`src/rtl/pulse_meas_if.sv`:
```
// Result port of the pulse measurement block: one valid/ready channel carrying
// the high time, the period and the saturation flag of a completed measurement.
interface pulse_meas_if #(
  parameter int CNT_W = 16
);
  logic             meas_valid;
  logic             meas_ready;
  logic [CNT_W-1:0] high_width;
  logic [CNT_W:0]   period;
  logic             meas_sat;

  // Handshake: the producer raises meas_valid with a result and holds the payload
  // stable until the cycle where meas_valid && meas_ready, which is the transfer.
  modport master (
    output meas_valid,
    output high_width,
    output period,
    output meas_sat,
    input  meas_ready
  );

  modport slave (
    input  meas_valid,
    input  high_width,
    input  period,
    input  meas_sat,
    output meas_ready
  );
endinterface

```
`src/rtl/pulse_meas.sv`:
```
// Measures high time and period of a pulse from edge strobes and offers each
// completed rising->falling->rising measurement on a valid/ready result port.
module pulse_meas #(
  parameter int CNT_W = 16
) (
  input  logic        clk,
  input  logic        rstn,
  input  logic        en,
  input  logic        clr,
  input  logic        pos_edge,
  input  logic        neg_edge,
  pulse_meas_if.master meas,
  output logic        ovf,
  output logic        err,
  output logic [1:0]  dbg_state_o
);

  typedef enum logic [1:0] {
    S_IDLE = 2'd0,
    S_HIGH = 2'd1,
    S_LOW  = 2'd2
  } state_t;

  localparam logic [CNT_W-1:0] CNT_MAX = '1;
  localparam logic [CNT_W-1:0] CNT_ONE = CNT_W'(1);

  state_t           state_q, state_d;
  logic [CNT_W-1:0] hcnt_q, hcnt_d;
  logic [CNT_W-1:0] lcnt_q, lcnt_d;
  logic             valid_q, valid_d;
  logic [CNT_W-1:0] high_q, high_d;
  logic [CNT_W:0]   period_q, period_d;
  logic             sat_q, sat_d;
  logic             ovf_q, ovf_d;
  logic             err_q, err_d;

  logic both_edges;
  logic cmpl;
  logic xfer;
  logic load;
  logic drop;

  assign both_edges = en && pos_edge && neg_edge;

  always_ff @(posedge clk or negedge rstn) begin
    if (!rstn) begin
      state_q  <= S_IDLE;
      hcnt_q   <= '0;
      lcnt_q   <= '0;
      valid_q  <= 1'b0;
      high_q   <= '0;
      period_q <= '0;
      sat_q    <= 1'b0;
      ovf_q    <= 1'b0;
      err_q    <= 1'b0;
    end else begin
      state_q  <= state_d;
      hcnt_q   <= hcnt_d;
      lcnt_q   <= lcnt_d;
      valid_q  <= valid_d;
      high_q   <= high_d;
      period_q <= period_d;
      sat_q    <= sat_d;
      ovf_q    <= ovf_d;
      err_q    <= err_d;
    end
  end

  // Counters saturate and hold; a stuck input never times the FSM out.
  always_comb begin
    state_d = state_q;
    hcnt_d  = hcnt_q;
    lcnt_d  = lcnt_q;
    cmpl    = 1'b0;
    if (!en || both_edges) begin
      state_d = S_IDLE;
      hcnt_d  = '0;
      lcnt_d  = '0;
    end else begin
      case (state_q)
        S_IDLE: begin
          if (pos_edge) begin
            state_d = S_HIGH;
            hcnt_d  = CNT_ONE;
            lcnt_d  = '0;
          end
        end
        S_HIGH: begin
          if (neg_edge) begin
            state_d = S_LOW;
            lcnt_d  = CNT_ONE;
          end else if (hcnt_q != CNT_MAX) begin
            hcnt_d = hcnt_q + CNT_ONE;
          end
        end
        S_LOW: begin
          if (pos_edge) begin
            cmpl    = 1'b1;
            state_d = S_HIGH;
            hcnt_d  = CNT_ONE;
            lcnt_d  = '0;
          end else if (lcnt_q != CNT_MAX) begin
            lcnt_d = lcnt_q + CNT_ONE;
          end
        end
        default: begin
          state_d = S_IDLE;
          hcnt_d  = '0;
          lcnt_d  = '0;
        end
      endcase
    end
  end

  // A completion loads only into an empty or simultaneously drained output slot.
  always_comb begin
    xfer     = valid_q && meas.meas_ready;
    load     = cmpl && (!valid_q || xfer);
    drop     = cmpl && valid_q && !meas.meas_ready;
    valid_d  = load || (valid_q && !xfer);
    high_d   = high_q;
    period_d = period_q;
    sat_d    = sat_q;
    if (load) begin
      high_d   = hcnt_q;
      period_d = {1'b0, hcnt_q} + {1'b0, lcnt_q};
      sat_d    = (hcnt_q == CNT_MAX) || (lcnt_q == CNT_MAX);
    end
    ovf_d = (ovf_q && !clr) || drop;
    err_d = (err_q && !clr) || both_edges;
  end

  assign meas.meas_valid = valid_q;
  assign meas.high_width = high_q;
  assign meas.period     = period_q;
  assign meas.meas_sat   = sat_q;
  assign ovf             = ovf_q;
  assign err             = err_q;
  assign dbg_state_o     = state_q;

endmodule

```
`src/flat_wrapper.sv`:
```
// flat-port wrapper written by rule: the top's interface ports become plain ports
module pulse_meas_flat 
#(
  parameter int CNT_W = 16
)
  (clk, rstn, en, clr, pos_edge, neg_edge, ovf, err, dbg_state_o, meas_meas_valid, meas_high_width, meas_period, meas_meas_sat, meas_meas_ready);
  pulse_meas_if #(.CNT_W(CNT_W)) meas_i ();
  input  logic clk;
  input  logic rstn;
  input  logic en;
  input  logic clr;
  input  logic pos_edge;
  input  logic neg_edge;
  output logic ovf;
  output logic err;
  output logic [1:0] dbg_state_o;
  output wire logic [$bits(meas_i.meas_valid)-1:0] meas_meas_valid;
  output wire logic [$bits(meas_i.high_width)-1:0] meas_high_width;
  output wire logic [$bits(meas_i.period)-1:0] meas_period;
  output wire logic [$bits(meas_i.meas_sat)-1:0] meas_meas_sat;
  input wire logic [$bits(meas_i.meas_ready)-1:0] meas_meas_ready;
  assign meas_meas_valid = meas_i.meas_valid;
  assign meas_high_width = meas_i.high_width;
  assign meas_period = meas_i.period;
  assign meas_meas_sat = meas_i.meas_sat;
  assign meas_i.meas_ready = meas_meas_ready;
  pulse_meas #(.CNT_W(CNT_W)) u_core (.clk(clk), .rstn(rstn), .en(en), .clr(clr), .pos_edge(pos_edge), .neg_edge(neg_edge), .meas(meas_i), .ovf(ovf), .err(err), .dbg_state_o(dbg_state_o));
endmodule
```
`config.mk`:
```
export PLATFORM = sky130hd
export DESIGN_NAME = pulse_meas_flat
export DESIGN_NICKNAME = d
export VERILOG_FILES = /design/src/rtl/pulse_meas_if.sv /design/src/rtl/pulse_meas.sv /design/src/flat_wrapper.sv
export SDC_FILE = /design/constraint.sdc
export NUM_CORES = 1
export LEC_CHECK = 0
export ABC_AREA = 1
export CORE_ASPECT_RATIO = 2
export CORE_MARGIN = 2
export CORE_UTILIZATION = 46
export CTS_CLUSTER_SIZE = 12
export DETAILED_ROUTE_END_ITERATION = 7
export GPL_ROUTABILITY_DRIVEN = 0
export PLACE_DENSITY = 0.67
export SLEW_MARGIN = 25
export SYNTH_ARGS = -nofsm -noshare
export SYNTH_HDL_FRONTEND = slang
export SYNTH_SLANG_ARGS = --single-unit
```
`constraint.sdc`:
```
create_clock -name clk -period 1.85 [get_ports clk]
set_input_delay 0.37 -clock clk [delete_from_list [all_inputs] [get_ports clk]]
set_output_delay 0.37 -clock clk [all_outputs]
set_load 0.005 [all_outputs]
```
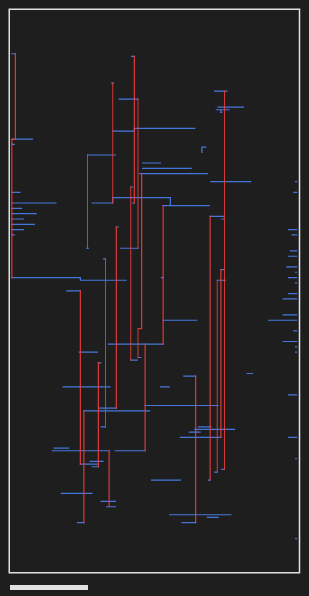
*Wiring by layer, run 1*
Bar = 20 um. Two of the layers only.
layer	color	wire length
met3	blue	452 um
met4	red	838 um
vias post-DR: 4,447
Total GRT Usage: 0.242

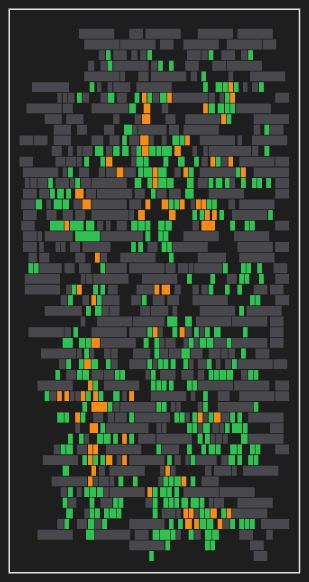
*Gate families picked out, run 1*
family	color	cells
NOR gates	orange	71
NAND gates	green	296

==> results.toml, run 1 <==
# implementation run metrics
[status]
status = "finished, final reports clean"

[clock_network]
cts-buffers-inserted = 9
cts_tree = "done"
clockRootBuffer = "clkbuf_16"
htree_levels = 3
cts_hold_buf = 0
clkSlewWorstSetupHoldPaths_ps = 60
post_cts_resize_count = 3
clock-sinks = 71
cts_buffer_depth = 2
clk_latency_ps = 340
post-cts-setup-buffers = 0

[yosys]
largest_area_cell = "dfrtp_1"
ys_cells = 641
top_cells_by_count = "nand2_1 (224), inv_1 (77), dfrtp_1 (71)"
synth-seq-area-share = 0.397
dominantRegCellSynth = "dfrtp_1"
topCellsByArea = "dfrtp_1 (40%), nand2_1 (19%), nand3_1 (6.6%), inv_1 (6.5%), ha_1 (6.2%)"
ys_types = 33
ys_async_sr_fraction = 1.00
ys.flops = 71
synthSimpleGateAreaFrac = 0.346
yosysWarnings = 0
syn_nets = 671
netlist_instances = 641
synth.logic.top_family = "simple AND/OR/NAND/NOR gates"
ys_sh_adder = 0.0660
syn-cell-area_sq_um = 4470
yosys_area_sq_um = 4470
mux_share = 0

[worst_setup_path]
critical_path_class = "flop to flop"
cp_cell_sequence = "ha_2 > fa_2 > nand2_1 > nand2_1 > and2_1 > nand3_1 > nand3_1 > nand2_1 > nand3_1 > nand2_1"
crit_fanout = 2
cp.arrival_ps = 2050
rrSetupSlack_ps = 70
cp_top_family = "simple AND/OR/NAND/NOR gates"
crit_buf_inv = 0
cp_num_cells = 10
start_kind = "flop"
crit_end = "u_core.meas.period[12]"
reg2reg_to = "u_core.meas.period[12]"
crit_path_top_delay_cell = "dfrtp_1"
endpoint_kind = "flop"
setup.worst_path.start = "u_core.hcnt_q[0]"
r2r-start = "u_core.hcnt_q[0]"
crit_required_ps = 2130
ff2ff_path_depth = 10

[power_and_ir_drop]
p_clk_mw = 1.98
pg_seq_mw = 1.71
clkPwrFrac = 0.420
p_seq_frac = 0.362
powerDensity_nw_per_um2 = 798
leakage_nw = 2.85
p_total_mw = 4.72
power_leader = "clock"
power.switching_mw = 1.28
sw_frac_of_total = 0.271
internal_power_mw = 3.44
powerComb_mw = 1.03

[routing]
met1_length_um = 4670
met2_length_um = 6290
wirelength_um = 12200
viasPerCell = 5.28
post-route-drc-count = 0
top_layer_used = "met4"
drtAntennaViolNets = 0
wl_met3_um = 451

[placed_design]
port_buffers = 45
place_inst = 824
place_hpwl_um = 9230
postPlaceCellArea_sq_um = 5400

[timing]
relSlewSlack = 0.742
period_minus_slack_ps = 1780
max_freq_mhz = 563
clock_skew_ps = 7.09
holdWs_ps = 57.4
period_used_share = 0.961
setup_ws_ps = 72.3
worst_pin_slew_ps = 384

[finish]
n_all_inverters = 79
seq-cell-share = 0.301
nFillCells = 847
sh_comb_area = 0.415
nClkBuffers = 9
signal_buffers = 94
dominant_cells = "multi-input combinational cells"
syn2layout_area_growth_pct = 32.4
clock_area_frac = 0.0585
buf_share = 0.153
mi_logic_area_sq_um = 2460
final-instance-count-excl-fill = 842
drive_gt1_frac = 0.136
design_area_sq_um = 5920
final_cell_mix = "nand2_1 (220), inv_1 (77), dfrtp_1 (67)"
fin_nets = 763
flops = 71

[die]
ioPinCount = 46
die_width_um = 73.7
tap_cells = 104
rows = 50
die_h_um = 143
die_area_sq_um = 10600

[job]
openroad.warnings = 29

[grt]
grt_pass1_vias = 4255
gr-usage-met3 = 0.0442
grt_max_degree = 72
antenna_found_initial = 0
use_met2 = 0.407
overflow = 0

[hold_path]
worstHoldPathType = "input port to async pin"
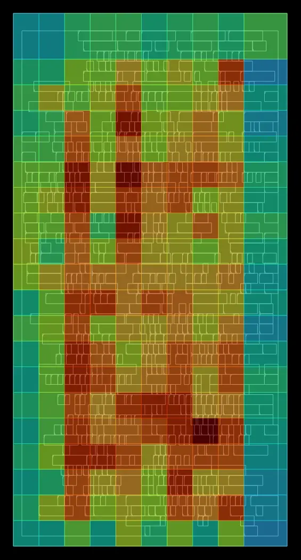
*Routing congestion, run 1*
met1 Usage GRT: 0.266
final core occ: 0.631
WL/cell: 14.5 um
most used routing layer: met2

## Run 2: what changed since run 1
--- a/config.mk
+++ b/config.mk
@@ -6,7 +6,6 @@
 export NUM_CORES = 1
 export LEC_CHECK = 0
 export ABC_AREA = 1
-export CORE_ASPECT_RATIO = 2
 export CORE_MARGIN = 2
 export CORE_UTILIZATION = 46
 export CTS_CLUSTER_SIZE = 12
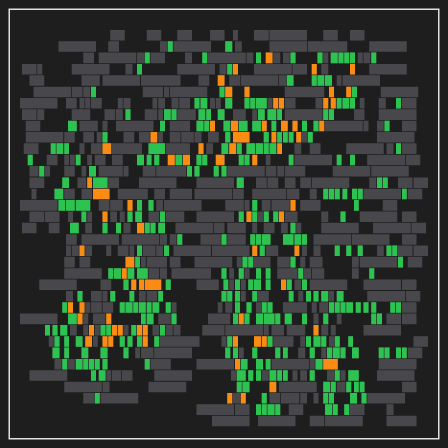
*Gate families picked out, run 2*
family	color	cells
NOR gates	orange	71
NAND gates	green	296
most numerous logic cell after layout: nand2_1
fraction of area in multi-input gates: 0.428

==> run 2 against run 1 <==
Against the previous run: clock-buffer cell count unchanged; non-clock buffer count increased by 3; via count fell by 1.3%; synthesized cell count unchanged; utilization is 0.57 points lower; routed wire length decreased by 2.5%; clock skew increased by 13 ps; critical path type unchanged; largest cell class unchanged.
==> results.toml, run 2 <==
# implementation run metrics
[worst_setup_path]
crit_buf_inv = 2
crit_required_ps = 2110
critical_path_class = "flop to flop"
endpoint_kind = "flop"
cp_cell_sequence = "buf_4 > ha_1 > nand2_1 > nor2_2 > nand2_2 > o21ai_4 > nand2_4 > clkbuf_16 > a21oi_1 > nor2_1"
setup.worst_path.start = "u_core.hcnt_q[0]"
cp.arrival_ps = 2050
crit_fanout = 9
crit_path_top_delay_cell = "dfrtp_1"
rrSetupSlack_ps = 60
crit_end = "u_core.hcnt_q[13]"
start_kind = "flop"
reg2reg_to = "u_core.hcnt_q[13]"
cp_num_cells = 10
cp_top_family = "simple AND/OR/NAND/NOR gates"
r2r-start = "u_core.hcnt_q[0]"
ff2ff_path_depth = 10

[power_and_ir_drop]
pg_seq_mw = 1.69
pwr-share-comb = 0.270
power_leader = "registers"
p_clk_mw = 1.19
power.switching_mw = 1.31
internal_power_mw = 2.64
ir_drop_uv = 488
p_seq_frac = 0.428
p_total_mw = 3.96
sw_frac_of_total = 0.332
leakage_nw = 2.78
clkPwrFrac = 0.301
powerComb_mw = 1.07
powerDensity_nw_per_um2 = 679

[hold_path]
worstHoldPathType = "input port to async pin"

[finish]
nClkBuffers = 9
nFillCells = 867
design_area_sq_um = 5830
antenna_cells = 0
fin_nets = 766
buf_share = 0.155
dominant_cells = "multi-input combinational cells"
flops = 71
multi_input_comb_cells = 478
drive_gt1_frac = 0.143
n_all_inverters = 79
fin_util = 0.625
final-instance-count-excl-fill = 870
mi_logic_area_sq_um = 2500
signal_buffers = 97
clock_area_frac = 0.0326
final_cell_mix = "nand2_1 (219), inv_1 (77), dfrtp_1 (66)"
seq-cell-share = 0.306
syn2layout_area_growth_pct = 30.4

[yosys]
netlist_instances = 641
largest_area_cell = "dfrtp_1"
syn-cell-area_sq_um = 4470
synth-seq-area-share = 0.397
top_cells_by_count = "nand2_1 (224), inv_1 (77), dfrtp_1 (71)"
synthSimpleGateAreaFrac = 0.346
ys.flops = 71
ys_sh_adder = 0.0660
yosysMostFrequentCell = "nand2_1"
ys_sh_xor = 0.0215
ys_cells = 641
yosys_area_sq_um = 4470
dominantRegCellSynth = "dfrtp_1"
syn_nets = 671
synth.logic.top_family = "simple AND/OR/NAND/NOR gates"
yosysWarnings = 0
ys_async_sr_fraction = 1.00
ys_types = 33
syn_avg_cell_area_sq_um = 6.98
synth-edff-count = 0
mux_share = 0
topCellsByArea = "dfrtp_1 (40%), nand2_1 (19%), nand3_1 (6.6%), inv_1 (6.5%), ha_1 (6.2%)"
top_area_frac = 0.397

[status]
status = "finished, final reports clean"

[clock_network]
cts-buffers-inserted = 9
clkSlewWorstSetupHoldPaths_ps = 100
clk_latency_ps = 360
post-cts-setup-buffers = 2
htree_levels = 3
clock-sinks = 71
cts_hold_buf = 0
cts_tree = "done"
clockRootBuffer = "clkbuf_8"
cts_buffer_depth = 2
post_cts_resize_count = 1

[placed_design]
place_inst = 843
postPlaceCellArea_sq_um = 5360
place_hpwl_um = 8800
pre_cts_ws_ps = -200
port_buffers = 45

[timing]
holdWs_ps = 18.1
period_minus_slack_ps = 1790
relSlewSlack = 0.740
max_freq_mhz = 560
setup_ws_ps = 64.6
setup_viol = 0
clock_skew_ps = 20.0
finalSetupTns_ps = 0
worst_pin_slew_ps = 390
hold_viol_final = 0
period_used_share = 0.965
drv_slew = 0

[routing]
wire_per_inst_um = 13.7
post-route-drc-count = 0
first_pass_iters = 5
wirelength_um = 11900
vias = 4391
top_layer_used = "met4"
met2_length_um = 5590
met1_length_um = 5520
viasPerCell = 5.05
drtAntennaViolNets = 0
wl_met3_um = 621

[grt]
use_met2 = 0.372
gr-usage-met3 = 0.0312
grt_pass1_vias = 3979
antenna_found_initial = 0
grt_use_met1 = 0.327
grtUsageTotal = 0.234
grt_pass1_wl_um = 19100
busiest_layer = "met2"
overflow = 0
grt_max_degree = 72

[die]
tap_cells = 129
ioPinCount = 46
initial_core_util = 0.479
rows = 35
die_area_sq_um = 10500
coreArea_sq_um = 9330
die_h_um = 103
die_width_um = 103

[job]
openroad.warnings = 29
max-cap-violations = 0
Power figures rest on the tool's default switching activity, not on a simulated workload.
